`config.mk`:
```
export PLATFORM = sky130hd
export DESIGN_NAME = mux_nway_arb
export DESIGN_NICKNAME = d
export VERILOG_FILES = /design/src/rtl/mux_pkg.sv /design/src/rtl/rr_arbiter.sv /design/src/rtl/mux_nway_arb.sv
export SDC_FILE = /design/constraint.sdc
export NUM_CORES = 1
export LEC_CHECK = 0
export CELL_PAD_IN_SITES_DETAIL_PLACEMENT = 1
export CELL_PAD_IN_SITES_GLOBAL_PLACEMENT = 2
export CORE_UTILIZATION = 20
export CTS_BUF_LIST = sky130_fd_sc_hd__clkbuf_16
export DETAILED_ROUTE_END_ITERATION = 8
export MAX_ROUTING_LAYER = met4
export PLACE_DENSITY_LB_ADDON = 0.1
export SLEW_MARGIN = 5
export SYNTH_ARGS = -nofsm -noshare
export SYNTH_HDL_FRONTEND = slang
export SYNTH_SLANG_ARGS = --single-unit
```
`constraint.sdc`:
```
create_clock -name clk -period 5.9 [get_ports clk]
set_clock_uncertainty 0.05 [all_clocks]
set_input_delay 1.18 -clock clk [delete_from_list [all_inputs] [get_ports clk]]
set_output_delay 1.18 -clock clk [all_outputs]
set_load 0.05 [all_outputs]
```
`src/rtl/mux_pkg.sv`:
```
// mux_pkg: mode encodings and a clog2 helper shared by the mux/arbiter slice
package mux_pkg;
    localparam logic MODE_SEL = 1'b0;
    localparam logic MODE_RR  = 1'b1;

    function automatic int clog2(input int n);
        int r = 0;
        while ((1 << r) < n) r++;
        return r;
    endfunction
endpackage

```
`src/rtl/rr_arbiter.sv`:
```
// rr_arbiter: combinational round-robin pick of the first requester at or after ptr
module rr_arbiter
    import mux_pkg::*;
#(
    parameter int WAYS = 4,
    parameter int SELW = clog2(WAYS)
) (
    input  logic [WAYS-1:0] req,
    input  logic [SELW-1:0] ptr,
    output logic [WAYS-1:0] gnt,
    output logic [SELW-1:0] idx
);
    logic hit;
    int   best;

    // lowest rotated distance from ptr wins; ptr is always < WAYS
    always_comb begin
        hit  = 1'b0;
        best = WAYS;
        idx  = '0;
        gnt  = '0;
        for (int i = 0; i < WAYS; i++) begin
            if (req[i] && ((i + WAYS - int'(ptr)) % WAYS) < best) begin
                best = (i + WAYS - int'(ptr)) % WAYS;
                idx  = SELW'(i);
                hit  = 1'b1;
            end
        end
        for (int i = 0; i < WAYS; i++) gnt[i] = hit && (idx == SELW'(i));
    end
endmodule

```
`src/rtl/mux_nway_arb.sv`:
```
// mux_nway_arb: registered N-way mux with select or round-robin valid/ready arbitration
module mux_nway_arb
    import mux_pkg::*;
#(
    parameter int WIDTH = 16,
    parameter int WAYS  = 4,
    parameter int SELW  = clog2(WAYS)
) (
    input  logic                  clk,
    input  logic                  rst_n,
    input  logic                  mode,
    input  logic [SELW-1:0]       sel,
    input  logic [WAYS*WIDTH-1:0] in_data,
    input  logic [WAYS-1:0]       in_valid,
    output logic [WAYS-1:0]       in_ready,
    output logic [WIDTH-1:0]      out_data,
    output logic                  out_valid,
    input  logic                  out_ready,
    output logic [SELW-1:0]       out_chan
);
    logic             valid_q, valid_d, load_en, xfer;
    logic [WIDTH-1:0] data_q, data_d;
    logic [SELW-1:0]  chan_q, chan_d, ptr_q, ptr_d, rr_idx;
    logic [WAYS-1:0]  grant, rr_gnt, sel_gnt;

    rr_arbiter #(.WAYS(WAYS), .SELW(SELW)) u_arb (
        .req(in_valid),
        .ptr(ptr_q),
        .gnt(rr_gnt),
        .idx(rr_idx)
    );

    always_comb begin
        load_en = !valid_q || out_ready;
        sel_gnt = '0;
        for (int i = 0; i < WAYS; i++) sel_gnt[i] = (int'(sel) == i);
        grant    = (mode == MODE_RR) ? rr_gnt : sel_gnt;
        in_ready = (load_en && rst_n) ? grant : '0;
        xfer     = 1'b0;
        data_d   = data_q;
        chan_d   = chan_q;
        for (int i = 0; i < WAYS; i++) begin
            if (in_valid[i] && in_ready[i]) begin
                xfer   = 1'b1;
                data_d = in_data[i*WIDTH +: WIDTH];
                chan_d = SELW'(i);
            end
        end
        valid_d = load_en ? xfer : valid_q;
        ptr_d   = (xfer && mode == MODE_RR) ? ((rr_idx == SELW'(WAYS-1)) ? '0 : rr_idx + 1'b1) : ptr_q;
    end

    always_ff @(posedge clk or negedge rst_n) begin
        if (!rst_n) begin
            valid_q <= 1'b0;
            data_q  <= '0;
            chan_q  <= '0;
            ptr_q   <= '0;
        end else begin
            valid_q <= valid_d;
            data_q  <= data_d;
            chan_q  <= chan_d;
            ptr_q   <= ptr_d;
        end
    end

    assign out_valid = valid_q;
    assign out_data  = data_q;
    assign out_chan  = chan_q;
endmodule

```
==> run_1/logic_types.png <==
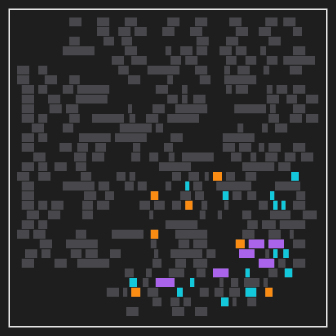
fa/ha/maj cells: marked purple, cells 6, most used ha_1, where bottom right. nor cells: marked cyan, cells 15, most used nor2_1. and/or cells: marked orange, cells 7, most used and3_1.

==> run_1/detail.png <==
The bar under the picture is 10 um long. Region (10, 10) to (35, 35) um. Cells in grey, sequential cells in the stronger grey; small squares are vias.
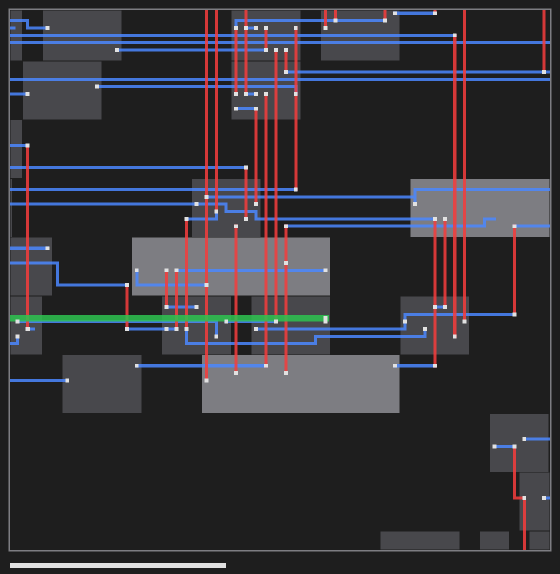
metal 3: marked green. metal 1: marked blue. metal 2: marked red.
Sequential cells in the window: 3. 17 logic cells have their middle in the window. Netlist names of flops here include out_data (3). Most frequent: clkdlybuf4s50_1 (6), a2bb2oi_1 (3), dfrtp_1 (3).

==> impl_metrics.xml, run 1 <==
<?xml version="1.0" encoding="UTF-8"?>
<metrics>
  <group name="yosys">
    <metric name="yosys.area_share.xor_xnor" unit="">0.005785</metric>
    <metric name="synth.cellmix.compoundShare" unit="">0.4215</metric>
    <metric name="post_synth_main_area_contributors" unit="">dfrtp_1 (35%), o221ai_1 (9.3%), a2bb2oi_1 (5.8%)</metric>
    <metric name="adder_share" unit="">0.04959</metric>
    <metric name="synth_cell_type_count" unit="">44</metric>
    <metric name="ys_ff" unit="">21</metric>
  </group>
  <group name="placed_design">
    <metric name="dp_worst_setup_slack" unit="ns">-0.02095</metric>
    <metric name="globalplace.congestion" unit="">0.7419</metric>
  </group>
  <group name="final_timing">
    <metric name="final_hold_viol_count" unit="">0</metric>
    <metric name="fmax" unit="MHz">175.2</metric>
    <metric name="layout_setup_ws" unit="ns">0.1928</metric>
    <metric name="setup_violations" unit="">0</metric>
  </group>
  <group name="power">
    <metric name="seq_power" unit="mW">0.271</metric>
    <metric name="combinationalPowerShare" unit="">0.690</metric>
    <metric name="total_switching_power" unit="mW">0.6459</metric>
    <metric name="maxPowerGroup" unit="">combinational cells</metric>
    <metric name="vdd_drop_max" unit="mV">0.1796</metric>
    <metric name="p_clk" unit="mW">0.150</metric>
    <metric name="switching_fraction_of_total_power" unit="">0.4743</metric>
    <metric name="power-per-cell-area" unit="nW/um2">477.4</metric>
  </group>
  <group name="critical_path">
    <metric name="setup.worst_path.start" unit="">in_valid[0]</metric>
    <metric name="crit_path_top_delay_cell" unit="">clkdlybuf4s50_1</metric>
    <metric name="worst_path_largest_cell_delay" unit="ns">0.50</metric>
    <metric name="path_buffers" unit="">3</metric>
    <metric name="crit_path_start_kind" unit="">input port</metric>
    <metric name="crit_fanout" unit="">4</metric>
  </group>
  <group name="cells_and_area">
    <metric name="drive_above_1_share" unit="">0.1533</metric>
    <metric name="final_layout_top_logic_cells" unit="">clkdlybuf4s50_1 (92), buf_4 (24), dfrtp_1 (21), o221ai_1 (16), a21oi_1 (15)</metric>
  </group>
  <group name="routing">
    <metric name="routed_wl" unit="um">6373</metric>
    <metric name="via_count" unit="">1848</metric>
    <metric name="dr.first_iter.drc_count" unit="">31</metric>
    <metric name="antenna_violating_nets_post_route" unit="">0</metric>
  </group>
  <group name="cts">
    <metric name="clockBufferDepth" unit="">2</metric>
    <metric name="clk_root_buffer_cell" unit="">clkbuf_16</metric>
  </group>
  <group name="job">
    <metric name="maxCapViolations" unit="">0</metric>
  </group>
  <group name="hold_path">
    <metric name="worst_hold_startpoint" unit="">out_data[9]</metric>
  </group>
  <group name="die">
    <metric name="floorplan.die_area" unit="um2">7922</metric>
    <metric name="core_utilization_at_floorplan" unit="">0.2076</metric>
  </group>
  <group name="global_routing">
    <metric name="globalRouteOverflowTotal" unit="">0</metric>
  </group>
  <group name="run_status">
    <metric name="run_status" unit="">completed</metric>
  </group>
</metrics>
==> run_1/io_fan.png <==
The bar under the picture is 20 um long.
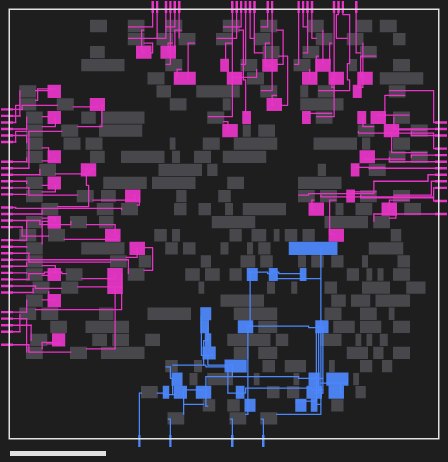
in_data: marked magenta, bits 64, direction input, edge 30 left, 22 top, 12 right, end cells 39, wire 1140 um. in_valid: marked blue, bits 4, direction input, edge bottom, end cells 23, wire 316 um.

run 1: area by class of cell:
class / count / area, um2
clock inverter: 1 / 5.005
fill: 854 / 4439
clock buffer: 3 / 75.07
sequential: 21 / 525.5
tap: 99 / 123.9
timing repair buffer: 119 / 1152
multi-input combinational: 125 / 952.2
inverter: 5 / 18.77
run 1: per-stage QoR:
| stage | hold slack (ns) | total power, mW | instances |
|---|---|---|---|
| floorplan | 0.5384 | 0.8294 | 159 |
| global placement | 0.4778 | 1.187 | 368 |
| detailed placement | 0.4844 | 1.190 | 368 |
| CTS | 0.5027 | 1.348 | 372 |
| global route | 0.5107 | 1.457 | 373 |
| finish | 0.4962 | 1.362 | 373 |
run 1: worst paths after layout:
check,endpoint,slack [ns],depth (start not counted)
max in group asynchronous,out_data[10],4.31,2
worst max-delay path,in_ready[1],0.19,17
worst min register to register,out_data[9],0.50,1
worst max register to register,out_data[5],1.90,19
worst min-delay path,out_data[9],0.50,1
min in group asynchronous,out_data[4],1.24,2
run 1: repair_timing:
action | 4_1_cts | 5_1_grt
hold buffers | 0 | 0
setup buffers | 0 | 1
pin swaps | 0 | 1
endpoints found under the setup margin | 3 | 4
resized | 1 | 6
run 1: flip-flops by register name, indices dropped and copies added (netlist names):
signal     count
out_data      16
ptr_q          2
out_chan       2
out_valid      1
run 1: synth_stat cells, types with 2 or more instances:
master     count
o32ai_1        8
a22oi_1        8
a32oi_1        2
ha_1           6
a21oi_1       15
nor2_1         7
nand2b_1       2
o2bb2ai_1      2
o221ai_1      16
buf_2          4
a2bb2oi_1     10
and3_1         2
o22ai_1        2
inv_1          5
nor2b_1        4
clkbuf_1       3
o21ai_0        4
mux2_2         2
nor3_1         3
nand3_1        3
nand2_1        7
a32o_1         2
dfrtp_1       21
## Run 2: what changed since run 1
- ABC_AREA: unset -> 1
==> run_2/detail.png <==
The bar under the picture is 10 um long. Region (13, 13) to (38, 38) um. Cells in grey, sequential cells in the stronger grey; small squares are vias.
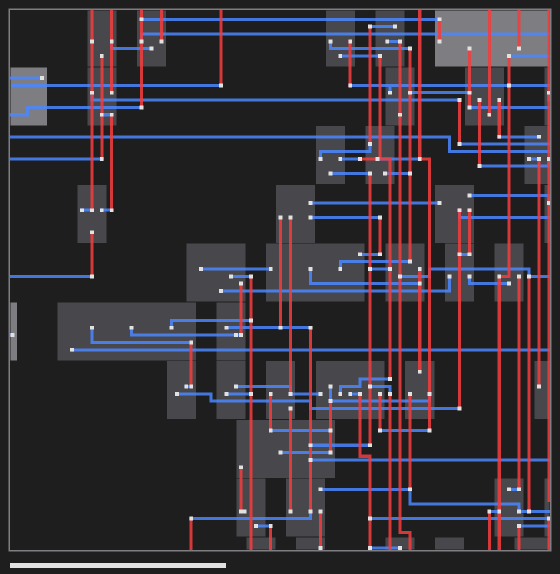
metal 1: marked blue. metal 2: marked red.
Most frequent: nand2_1 (11), inv_1 (6), o21ai_0 (3). Netlist names of flops here include ptr_q (1). 30 logic cells have their middle in the window. Sequential cells in the window: 1.

==> impl_metrics.xml, run 2 <==
<?xml version="1.0" encoding="UTF-8"?>
<metrics>
  <group name="run_status">
    <metric name="run_status" unit="">completed</metric>
  </group>
  <group name="power">
    <metric name="power-per-cell-area" unit="nW/um2">377.3</metric>
    <metric name="total_switching_power" unit="mW">0.6343</metric>
    <metric name="combinationalPowerShare" unit="">0.672</metric>
    <metric name="overall_power_consumption" unit="mW">1.232</metric>
  </group>
  <group name="yosys">
    <metric name="ys_ff" unit="">21</metric>
    <metric name="synth_top_cell_by_count" unit="">nand2_1</metric>
    <metric name="yosys-top-cells-count" unit="">nand2_1 (152), inv_1 (62), dfrtp_1 (21)</metric>
  </group>
  <group name="final_timing">
    <metric name="layout_setup_ws" unit="ns">0.5034</metric>
    <metric name="whs" unit="ns">0.4246</metric>
    <metric name="final_hold_viol_count" unit="">0</metric>
    <metric name="setup_violations" unit="">0</metric>
    <metric name="fmax" unit="MHz">185.3</metric>
  </group>
  <group name="die">
    <metric name="core_utilization_at_floorplan" unit="">0.2096</metric>
    <metric name="floorplan.die_area" unit="um2">10800</metric>
  </group>
  <group name="job">
    <metric name="maxCapViolations" unit="">0</metric>
  </group>
  <group name="placed_design">
    <metric name="globalplace.congestion" unit="">0.7953</metric>
    <metric name="dp_worst_setup_slack" unit="ns">0.1028</metric>
    <metric name="dp_cells" unit="">558</metric>
  </group>
  <group name="critical_path">
    <metric name="crit_path_start_kind" unit="">input port</metric>
    <metric name="crit_path_top_delay_cell" unit="">ha_1</metric>
    <metric name="worst_path_largest_cell_delay" unit="ns">0.30</metric>
    <metric name="crit_fanout" unit="">6</metric>
    <metric name="timing.critical_path.to" unit="">in_ready[1]</metric>
    <metric name="regToRegSetupSlack" unit="ns">1.80</metric>
  </group>
  <group name="cts">
    <metric name="tritoncts" unit="">built</metric>
    <metric name="clk_root_buffer_cell" unit="">clkbuf_16</metric>
    <metric name="cts-resized-gates" unit="">0</metric>
    <metric name="post_cts_buffers" unit="">0</metric>
    <metric name="post_cts_hold_buffer_count" unit="">0</metric>
  </group>
  <group name="cells_and_area">
    <metric name="drive_above_1_share" unit="">0.09790</metric>
    <metric name="largest_register_ffs" unit="">16</metric>
    <metric name="num-fill-cells" unit="">1265</metric>
    <metric name="num_antenna_cells" unit="">0</metric>
    <metric name="post_layout_nonfiller_instances" unit="">562</metric>
    <metric name="final_layout_top_logic_cells" unit="">nand2_1 (152), clkdlybuf4s50_1 (90), inv_1 (62), dfrtp_1 (21), nand3_1 (19)</metric>
  </group>
  <group name="routing">
    <metric name="routed_wl" unit="um">7391</metric>
    <metric name="antenna_violating_nets_post_route" unit="">0</metric>
    <metric name="via_count" unit="">2309</metric>
    <metric name="dr.first_iter.drc_count" unit="">47</metric>
  </group>
  <group name="hold_path">
    <metric name="worst_hold_startpoint" unit="">out_chan[1]</metric>
    <metric name="worst_hold_endpoint" unit="">out_chan[1]</metric>
    <metric name="holdPathStages" unit="">2</metric>
  </group>
  <group name="global_routing">
    <metric name="globalRouteOverflowTotal" unit="">0</metric>
  </group>
</metrics>
==> run_2/congestion.png <==
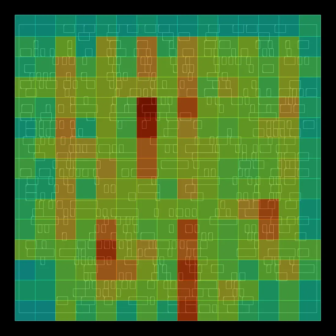
per-cell routed wire length: 13.15 um
met1 demand-to-capacity share in global routing: 0.1871
Most Used Layer, Global Route: met2
routing usage on met3: 0.03008

## run 2: cell types whose count changed in the layout (fill, tap and decap cells not counted), moves of 12 or more
cell | previous run | this run
nand2_1 | 7 | 152
inv_1 | 5 | 62
buf_4 | 24 | 4
nand3_1 | 3 | 19
o221ai_1 | 16 | 1
a21oi_1 | 15 | 3
## run 2: per-layer routing
layer | up-vias | wire length (um)
li1 | 1194 | -
met1 | 1059 | 3604
met2 | 54 | 3439
met3 | 2 | 325
met4 | 0 | 22
met5 | - | 0
## run 2: cell type report
cell class,instances,area (um2),share of cell area
Clock inverter,1,5.005,0.001533
Clock buffer,3,75.07,0.02300
Inverter,65,251.5,0.07704
Timing Repair Buffer,100,1036,0.3174
Tap cell,133,166.4,0.05098
Sequential cell,21,525.5,0.1610
Multi-Input combinational cell,239,1205,0.3691
## run 2: critical path: cells and delay by family
family	cells	cell delay, ns
adder cells (fa/ha/maj)	3	0.71
AND/OR/NAND/NOR	12	1.00
buffers and inverters	7	0.84
AND-OR/OR-AND	3	0.43
## run 2: power by group through the flow
stage / combinational (mW) / sequential [mW] / clock [mW]
2_1_floorplan: 0.344 / 0.464 / 0
3_3_place_gp: 0.836 / 0.256 / 0
3_5_place_dp: 0.841 / 0.256 / 0
4_1_cts: 0.845 / 0.255 / 0.154
5_1_grt: 0.913 / 0.266 / 0.161
6_report: 0.828 / 0.254 / 0.149
## run 2: logic make-up (layout without fill, tap and decap cells)
| kind of cell | after synthesis | count (layout) | synth area share |
|---|---|---|---|
| flip-flops | 21 | 21 | 0.2530 |
| buffers and inverters | 76 | 169 | 0.1669 |
| AND-OR/OR-AND | 20 | 20 | 0.05241 |
| AND/OR/NAND/NOR | 213 | 213 | 0.4916 |
| adder cells (fa/ha/maj) | 6 | 6 | 0.03614 |
## Run 3: what changed since run 2
- PLACE_DENSITY: unset -> 0.8
- PLACE_DENSITY_LB_ADDON: 0.1 -> unset
==> run_3/congestion.png <==
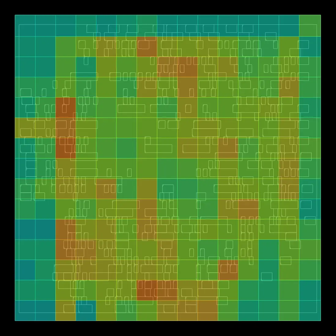
met1 demand-to-capacity share in global routing: 0.1731
overall track demand over capacity in global routing: 0.1386

==> impl_metrics.xml, run 3 <==
<?xml version="1.0" encoding="UTF-8"?>
<metrics>
  <group name="routing">
    <metric name="antenna_violating_nets_post_route" unit="">0</metric>
    <metric name="dr.first_iter.drc_count" unit="">46</metric>
    <metric name="routed_wl" unit="um">7074</metric>
  </group>
  <group name="critical_path">
    <metric name="worstSetupPathDepth" unit="">22</metric>
    <metric name="crit_path_start_kind" unit="">input port</metric>
    <metric name="worst_path_dominant_cell_family" unit="">simple AND/OR/NAND/NOR gates</metric>
    <metric name="worst_path_largest_cell_delay" unit="ns">0.28</metric>
    <metric name="timing.critical_path.to" unit="">in_ready[2]</metric>
    <metric name="regToRegSetupSlack" unit="ns">1.83</metric>
    <metric name="crit_path_top_delay_cell" unit="">ha_1</metric>
  </group>
  <group name="cells_and_area">
    <metric name="drive_above_1_share" unit="">0.09579</metric>
    <metric name="num_antenna_cells" unit="">0</metric>
    <metric name="largest_register_ffs" unit="">16</metric>
    <metric name="combinational_gate_area" unit="um2">1205</metric>
    <metric name="post_layout_nonfiller_instances" unit="">561</metric>
  </group>
  <group name="cts">
    <metric name="clk_root_buffer_cell" unit="">clkbuf_16</metric>
  </group>
  <group name="yosys">
    <metric name="yosys-top-cells-count" unit="">nand2_1 (152), inv_1 (62), dfrtp_1 (21)</metric>
    <metric name="synth.cellmix.compoundShare" unit="">0.05241</metric>
    <metric name="multiplexer_fraction_of_the_synthesized_cell_area" unit="">0</metric>
    <metric name="ys_ff" unit="">21</metric>
    <metric name="simple_gate_area_frac" unit="">0.4916</metric>
  </group>
  <group name="job">
    <metric name="maxCapViolations" unit="">0</metric>
  </group>
  <group name="run_status">
    <metric name="run_status" unit="">completed</metric>
  </group>
  <group name="final_timing">
    <metric name="whs" unit="ns">0.4217</metric>
  </group>
  <group name="die">
    <metric name="core_utilization_at_floorplan" unit="">0.2096</metric>
  </group>
  <group name="hold_path">
    <metric name="worst_hold_startpoint" unit="">out_chan[1]</metric>
  </group>
  <group name="placed_design">
    <metric name="dp_cells" unit="">557</metric>
    <metric name="globalplace.congestion" unit="">0.7558</metric>
  </group>
  <group name="global_routing">
    <metric name="globalRouteOverflowTotal" unit="">0</metric>
  </group>
</metrics>
==> run_3/io_fan.png <==
The bar under the picture is 20 um long.
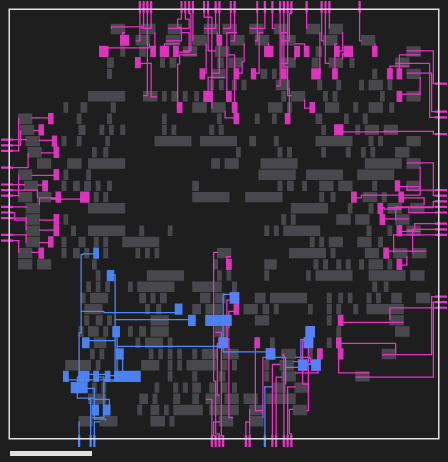
in_data: marked magenta, bits 64, direction input, edge 26 top, 15 right, 12 left, 11 bottom, end cells 64, wire 1320 um. in_valid: marked blue, bits 4, direction input, edge bottom, end cells 23, wire 321 um.

## run 3: cell counts after synthesis
Identical to the previous run, type by type.
## run 3: cell families after synthesis
logic type / after synthesis
DFF: 21
AOI/OAI and AO/OA: 20
and+or+nand+nor: 213
adders and majority gates: 6
buffers and inverters: 76
## run 3: worst min-delay path by stage
stage,to,slack [ns],cells after the start
3_3_place_gp,out_chan[1],0.41,2
2_1_floorplan,ptr_q[0],0.49,2
4_1_cts,out_chan[1],0.43,2
5_1_grt,out_data[12],0.45,2
6_report,out_chan[1],0.42,2
3_5_place_dp,out_chan[1],0.42,2
## run 3: power breakdown
part,internal [mW],total [mW],switching (mW)
logic,0.291,0.818,0.527
registers,0.213,0.258,0.0446
clock network,0.0909,0.142,0.0514
## run 3: what timing repair did
action | CTS | global route
setup endpoints to repair | 0 | 4
setup buffers | 0 | 0
gates resized | 0 | 2
hold buffers | 0 | 0
## run 3: final cells by class
class                      instances  area share
clock buffer                       3     0.02305
clock inverter                     1    0.001537
multi-input combinational        239      0.3700
tap                              133     0.05110
sequential                        21      0.1614
timing repair buffer              99      0.3158
inverter                          65     0.07722
## run 3: metrics by stage
step / setup slack [ns] / instance area (um2) / total power [mW]
after floorplan: 0.7403 / 2077 / 0.8078
after global placement: 0.2752 / 3172 / 1.069
after detailed placement: 0.08596 / 3172 / 1.091
after CTS: 0.08021 / 3252 / 1.243
after global routing: 0.1113 / 3257 / 1.321
final: 0.4925 / 3257 / 1.218
## run 3: routing by layer
metal | up-vias | GRT usage | routed length (um)
li1 | 1190 | - | -
met2 | 49 | 0.2457 | 3600
met1 | 1075 | 0.1731 | 3234
met4 | 0 | 0.003061 | 0
met3 | 0 | 0.02444 | 238
met5 | - | - | 0

==> gallery <==
Sequential cells grouped by signal name.
The bar under the picture is 20 um long.
image #1
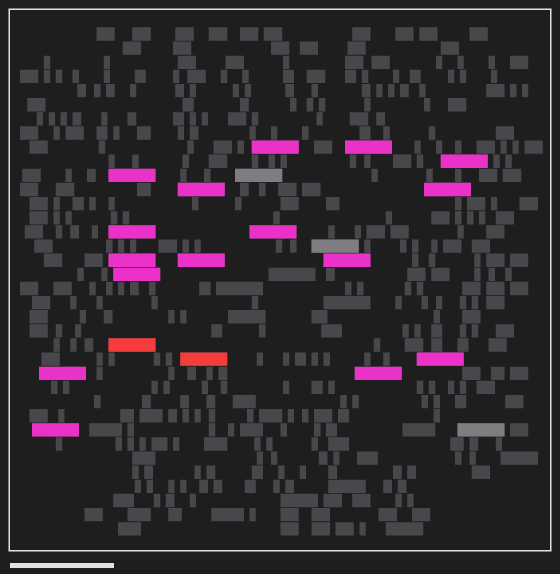
image #2
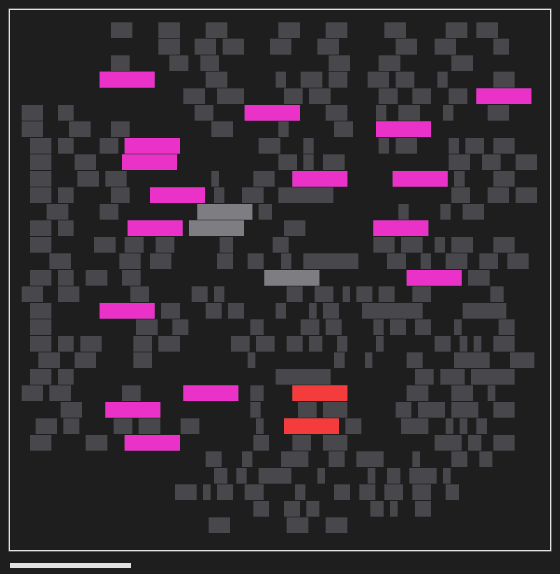
image #3
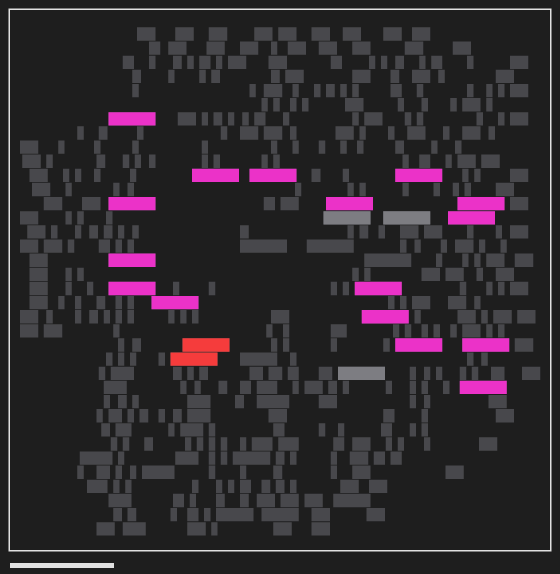
The one with the fewest cells is image #2.
The one with the smallest die is image #2.
| from | picture |
|---|---|
| run 2 | image #1 |
| run 1 | image #2 |
| run 3 | image #3 |

No activity file was given, so power comes from the tool's default toggle rates.
